congestion.png
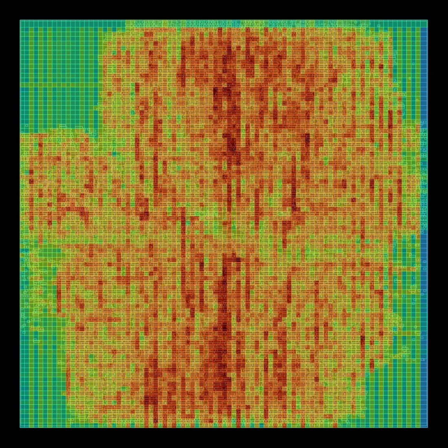
metal_density.png
The bar under the picture is 200 µm long. 31 x 31 tiles, from dark blue (low) to red (high), scaled to the fullest tile. Values are wire area over tile area, all layers added.
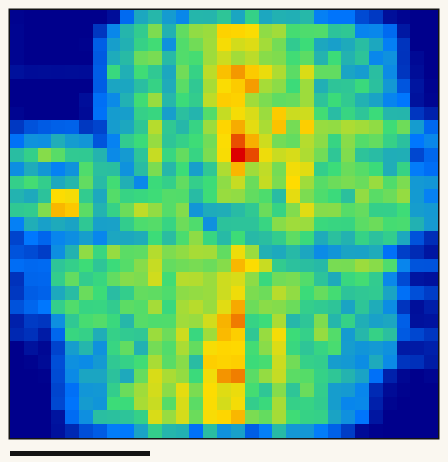
placement_by_type.png
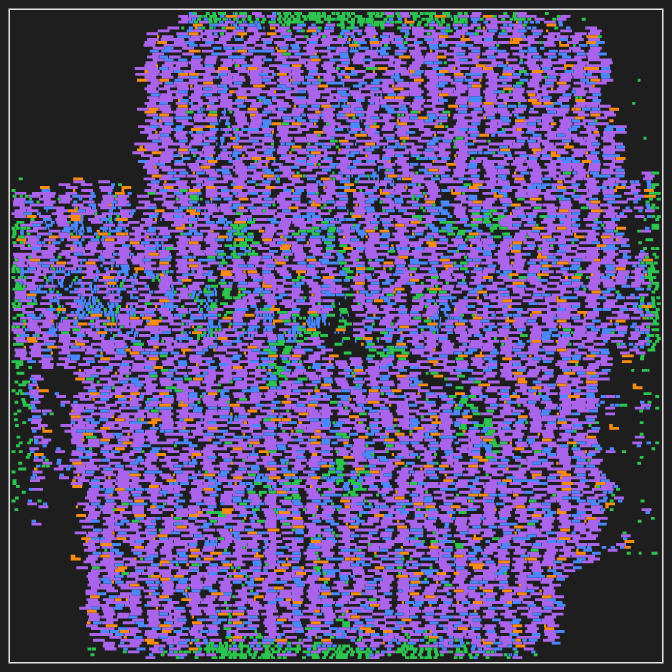
**src/rtl/dcache_controller.sv**
```systemverilog
// Direct-mapped, write-back, write-allocate data cache. It serves hits in the
// request cycle and freezes the pipeline while it does a line write-back and refill.
module dcache_controller #(
  parameter int NUM_SETS  = 16,
  parameter int LINE_BITS = 256
) (
  input  logic                 clk_i,
  input  logic                 rst_i,
  input  logic                 cpu_req_i,
  input  logic                 cpu_write_i,
  input  logic [31:0]          cpu_addr_i,
  input  logic [31:0]          cpu_data_i,
  output logic [31:0]          cpu_data_o,
  output logic                 cpu_stall_o,
  output logic                 mem_enable_o,
  output logic                 mem_write_o,
  output logic [31:0]          mem_addr_o,
  output logic [LINE_BITS-1:0] mem_data_o,
  input  logic [LINE_BITS-1:0] mem_data_i,
  input  logic                 mem_ack_i
);

  localparam int IDX_W = $clog2(NUM_SETS);
  localparam int TAG_W = 32 - 5 - IDX_W;

  typedef enum logic [2:0] {
    IDLE,
    WRITEBACK,
    GAP,
    ALLOCATE,
    REFILL
  } state_t;

  state_t                state_q;
  logic [NUM_SETS-1:0]   valid_q;
  logic [NUM_SETS-1:0]   dirty_q;
  logic [LINE_BITS-1:0]  line_q;
  logic [TAG_W-1:0]      tag_q  [NUM_SETS];
  logic [LINE_BITS-1:0]  data_q [NUM_SETS];

  logic [IDX_W-1:0] idx;
  logic [TAG_W-1:0] tag;
  logic [2:0]       word;
  logic             hit;
  logic             store_hit;
  logic             unused_addr_bits;

  assign idx  = cpu_addr_i[5 +: IDX_W];
  assign tag  = cpu_addr_i[31 -: TAG_W];
  assign word = cpu_addr_i[4:2];
  assign unused_addr_bits = ^cpu_addr_i[1:0];

  assign hit       = valid_q[idx] & (tag_q[idx] == tag);
  assign store_hit = (state_q == IDLE) & cpu_req_i & cpu_write_i & hit;

  assign cpu_data_o   = data_q[idx][{word, 5'b0} +: 32];
  assign cpu_stall_o  = (state_q != IDLE) | (cpu_req_i & ~hit);
  assign mem_enable_o = (state_q == WRITEBACK) | (state_q == ALLOCATE);
  assign mem_write_o  = (state_q == WRITEBACK);
  assign mem_data_o   = data_q[idx];
  // The victim address comes from the stored tag; a refill uses the request address.
  assign mem_addr_o   = (state_q == WRITEBACK) ? {tag_q[idx], idx, 5'b0}
                                               : {cpu_addr_i[31:5], 5'b0};

  always_ff @(posedge clk_i or negedge rst_i) begin
    if (!rst_i) begin
      state_q <= IDLE;
      valid_q <= '0;
      dirty_q <= '0;
      line_q  <= '0;
    end else begin
      case (state_q)
        IDLE: begin
          if (cpu_req_i && !hit) begin
            state_q <= (valid_q[idx] && dirty_q[idx]) ? WRITEBACK : ALLOCATE;
          end
          if (store_hit) begin
            dirty_q[idx] <= 1'b1;
          end
        end
        WRITEBACK: begin
          if (mem_ack_i) state_q <= GAP;
        end
        GAP: begin
          state_q <= ALLOCATE;
        end
        ALLOCATE: begin
          if (mem_ack_i) begin
            line_q  <= mem_data_i;
            state_q <= REFILL;
          end
        end
        REFILL: begin
          valid_q[idx] <= 1'b1;
          dirty_q[idx] <= 1'b0;
          state_q      <= IDLE;
        end
        default: state_q <= IDLE;
      endcase
    end
  end

  // Tag and data storage carry no reset; the valid bits qualify them.
  always_ff @(posedge clk_i) begin
    if (state_q == REFILL) begin
      tag_q[idx]  <= tag;
      data_q[idx] <= line_q;
    end else if (store_hit) begin
      data_q[idx][{word, 5'b0} +: 32] <= cpu_data_i;
    end
  end

endmodule
```
**config.mk**
```make
export PLATFORM = sky130hd
export DESIGN_NAME = dcache_controller
export DESIGN_NICKNAME = d
export VERILOG_FILES = /design/src/rtl/dcache_controller.sv
export SDC_FILE = /design/constraint.sdc
export NUM_CORES = 2
export LEC_CHECK = 0
export CAP_MARGIN = 30
export CORE_UTILIZATION = 50
export DETAILED_ROUTE_END_ITERATION = 16
export HOLD_SLACK_MARGIN = 0.08
export PLACE_DENSITY = 0.66
export SYNTH_ARGS = -nofsm -noshare
export SYNTH_HDL_FRONTEND = slang
export SYNTH_MEMORY_MAX_BITS = 65536
export SYNTH_SLANG_ARGS = --single-unit
```
**constraint.sdc**
```tcl
create_clock -name clk_i -period 6.3 [get_ports clk_i]
set_clock_uncertainty 0.05 [all_clocks]
set_input_delay 1.26 -clock clk_i [delete_from_list [all_inputs] [get_ports clk_i]]
set_output_delay 1.26 -clock clk_i [all_outputs]
set_load 0.01 [all_outputs]
```
==> run notes <==
State of the implementation.

- The run finished, with violations left.
- The checks that failed: setup timing.
- The worst-case max-slew headroom was logged as 25.1%.
- TritonRoute reported its final design rule violation total as 0.
- The warning tally printed by Yosys for this design is 0.
- The number of top-level pins is 648, for reference.
- The first-pass iteration count of the detailed router is 5, for reference.
- The routed wirelength normalized by instance count is 38.2 µm, for reference.
- The average cell area after synthesis is 23.4 µm², for reference.
- The arrival time of the worst setup path is 4990 ps, for reference.
- The detailed router put a total of 197000 µm of wire on met1.
- The net count of the finished layout is 9601.
- The clock H-tree reported by CTS has 5 levels.
- The critical path endpoint has a required time of 4990 ps.
- The power report lists cell-internal power as 59000 µW.
- In this run, synthesis produced a sequential element count of 4755.
- The number of sinks driven by the clock tree is 4755, for reference.
- The fraction of final layout cells with drive strength greater than 1 is 36.4%, for reference.
- The cell count after placement is 13700, for reference.
- The clock latency at the later pin of the worst-skew pair is 1020 ps, for reference.
- Per the timing report, the biggest fanout along the worst path comes to 23.
- Setup repair after global routing left no endpoint under its margin.
- Recorded from the global router log, the overflow total was 0.
- In the setup report, the worst path falls into the class in2out.
- The number of maximum-capacitance violations recorded for the run is 0.
- The number of enable-type register cells in the synthesized netlist is 4464, for reference.
- The number of antenna violations at the first check in global routing was 95.
- For this run, the leading register cell type out of synthesis is sky130_fd_sc_hd__edfxtp_1.
- From the final report, the count of setup violators was given as 1.
- The cell with the most instances after synthesis is sky130_fd_sc_hd__edfxtp_1, for reference.
- After layout, the worst setup slack is -4.77 ps.
- The areal power density over the cells is 356 nW/µm², for reference.
- The routed design uses 68300 µm of met3 wire.
- The CTS report gives the tree buffer count as 466.
- The top cell types in the final layout, fill and taps aside, are 4464 x sky130_fd_sc_hd__edfxtp_1, 1419 x sky130_fd_sc_hd__mux4_2, 600 x sky130_fd_sc_hd__clkdlybuf4s50_1.
- The largest total area in the synthesized netlist belongs to sky130_fd_sc_hd__edfxtp_1.
- The share of flip-flops with an asynchronous set or reset is 6.12%, for reference.
- The placer's final routability congestion estimate is 0.888, for reference.
- The count of cells in the finished layout, fillers not included, comes to 14800.
- The maximum buffer depth of the clock tree is 4, for reference.
- The area taken by sequential standard cells is reported as 141000 µm².
- Max-slew check failures listed in the final report amount to 0.
## Picture notes: congestion.png
total global-route track usage: 30.1%
GRT met2 Usage: 45.5%
grt met3 use: 6.60%
final standard cell utilization of the core: 60.1%
layer with the highest usage: met2

## Picture notes: metal_density.png
The fullest tile reaches 0.64. 38% of the tiles are over half the peak. 9.5% of the tiles are nearly empty. The emptiest ninth of the die: top left. The mean over all tiles is 0.26.

## Picture notes: placement_by_type.png
Purple is flops, cells 4755, share of their area 66%. Blue is combinational and other logic, cells 2719, share of their area 20%. Orange is clock drivers and dummy loads, cells 873, share of their area 7.0%. Green is other buffers and delay cells, cells 1332, share of their area 6.9%.
register fraction of the total cell area: 63.8%
post-layout instance area: 222000 µm²
Site Rows: 223
placeable core region: 369000 µm²

==> worst max-delay path, cell delays in order <==
cell,delay (ps)
sky130_fd_sc_hd__buf_16,250
sky130_fd_sc_hd__buf_12,240
sky130_fd_sc_hd__buf_12,230
sky130_fd_sc_hd__buf_12,230
sky130_fd_sc_hd__mux4_2,510
sky130_fd_sc_hd__mux4_2,660
sky130_fd_sc_hd__mux4_2,510
sky130_fd_sc_hd__nand2_1,120
sky130_fd_sc_hd__nand2_1,290
sky130_fd_sc_hd__clkdlybuf4s50_1,580
==> metrics by stage <==
stage                     instance area (µm²)  setup TNS (ps)  util (%)  hold slack [ps]
after floorplan                        186000          -24520         -              384
after CTS                              221000               0      59.9              415
after global placement                 206000               0      55.7              397
after detailed placement               206000           -10.8      55.8              400
final                                  222000           -4.77      60.1              417
after global routing                   221000               0      60.0              427
==> repair_timing <==
item / CTS / global route
setup endpoints to repair: 1 / 3
gates cloned: 0 / 1
endpoints found under the hold margin: 17 / 0
resized: 1 / 7
setup buffers: 0 / 0
hold buffers: 1 / 0
pin swaps: 0 / 0
==> layer usage <==
| metal | up-vias | global-route usage [%] |
|---|---|---|
| met5 | - | 0 |
| met4 | 26 | 18.0 |
| met3 | 1012 | 6.60 |
| met2 | 6382 | 45.5 |
| met1 | 51200 | 40.6 |
| li1 | 36700 | - |
==> kinds of logic after synthesis <==
family                     after synthesis  share of synthesized area (%)
AOI/OAI and AO/OA                      287                          0.927
xor gates and xnor gates                19                         0.0897
adders and majority gates                2                         0.0135
buffers and inverters                  508                           1.13
DFF                                   4755                           76.2
muxes                                 2012                           20.8
other                                    1                        0.00202
and+or+nand+nor                        360                          0.894
==> flip-flops by register name (all words and copies together), names as in the netlist, named ones only <==
name	cells
state_q	3
line_q	256
data_q	4096
valid_q	16
tag_q	368
==> final cells by class <==
class | instances | share of cell area (%)
Inverter | 34 | 0.0576
Clock inverter | 261 | 1.11
Timing Repair Buffer | 1332 | 6.71
Tap cell | 4950 | 2.79
Sequential cell | 4755 | 63.8
Clock buffer | 612 | 5.72
Antenna cell | 129 | 0.146
Multi-Input combinational cell | 2685 | 19.7
==> path summary, 6_finish.rpt <==
| path | start | end | depth (start not counted) |
|---|---|---|---|
| max | cpu_addr_i[5] | cpu_data_o[11] | 10 |
| min | valid_q[15]$_DFFE_PN0P_ | valid_q[15]$_DFFE_PN0P_ | 1 |
| max reg2reg | tag_q[7][10]$_DFFE_PP_ | data_q[15][122]$_DFFE_PP_ | 12 |
| min reg2reg | valid_q[15]$_DFFE_PN0P_ | valid_q[15]$_DFFE_PN0P_ | 1 |
| max in group asynchronous | rst_i | line_q[27]$_DFFE_PN0P_ | 3 |
| min in group asynchronous | rst_i | line_q[255]$_DFFE_PN0P_ | 2 |
==> power groups by stage <==
| stage | registers (µW) | logic (µW) | clock network [µW] |
|---|---|---|---|
| final | 40700 | 10600 | 27600 |
| after global routing | 40800 | 11200 | 28900 |
| after CTS | 40700 | 10500 | 27900 |
| after detailed placement | 41400 | 10500 | 0 |
| after global placement | 41400 | 9860 | 0 |
| after floorplan | 40600 | 5870 | 0 |
Power and IR drop assume default switching activity.
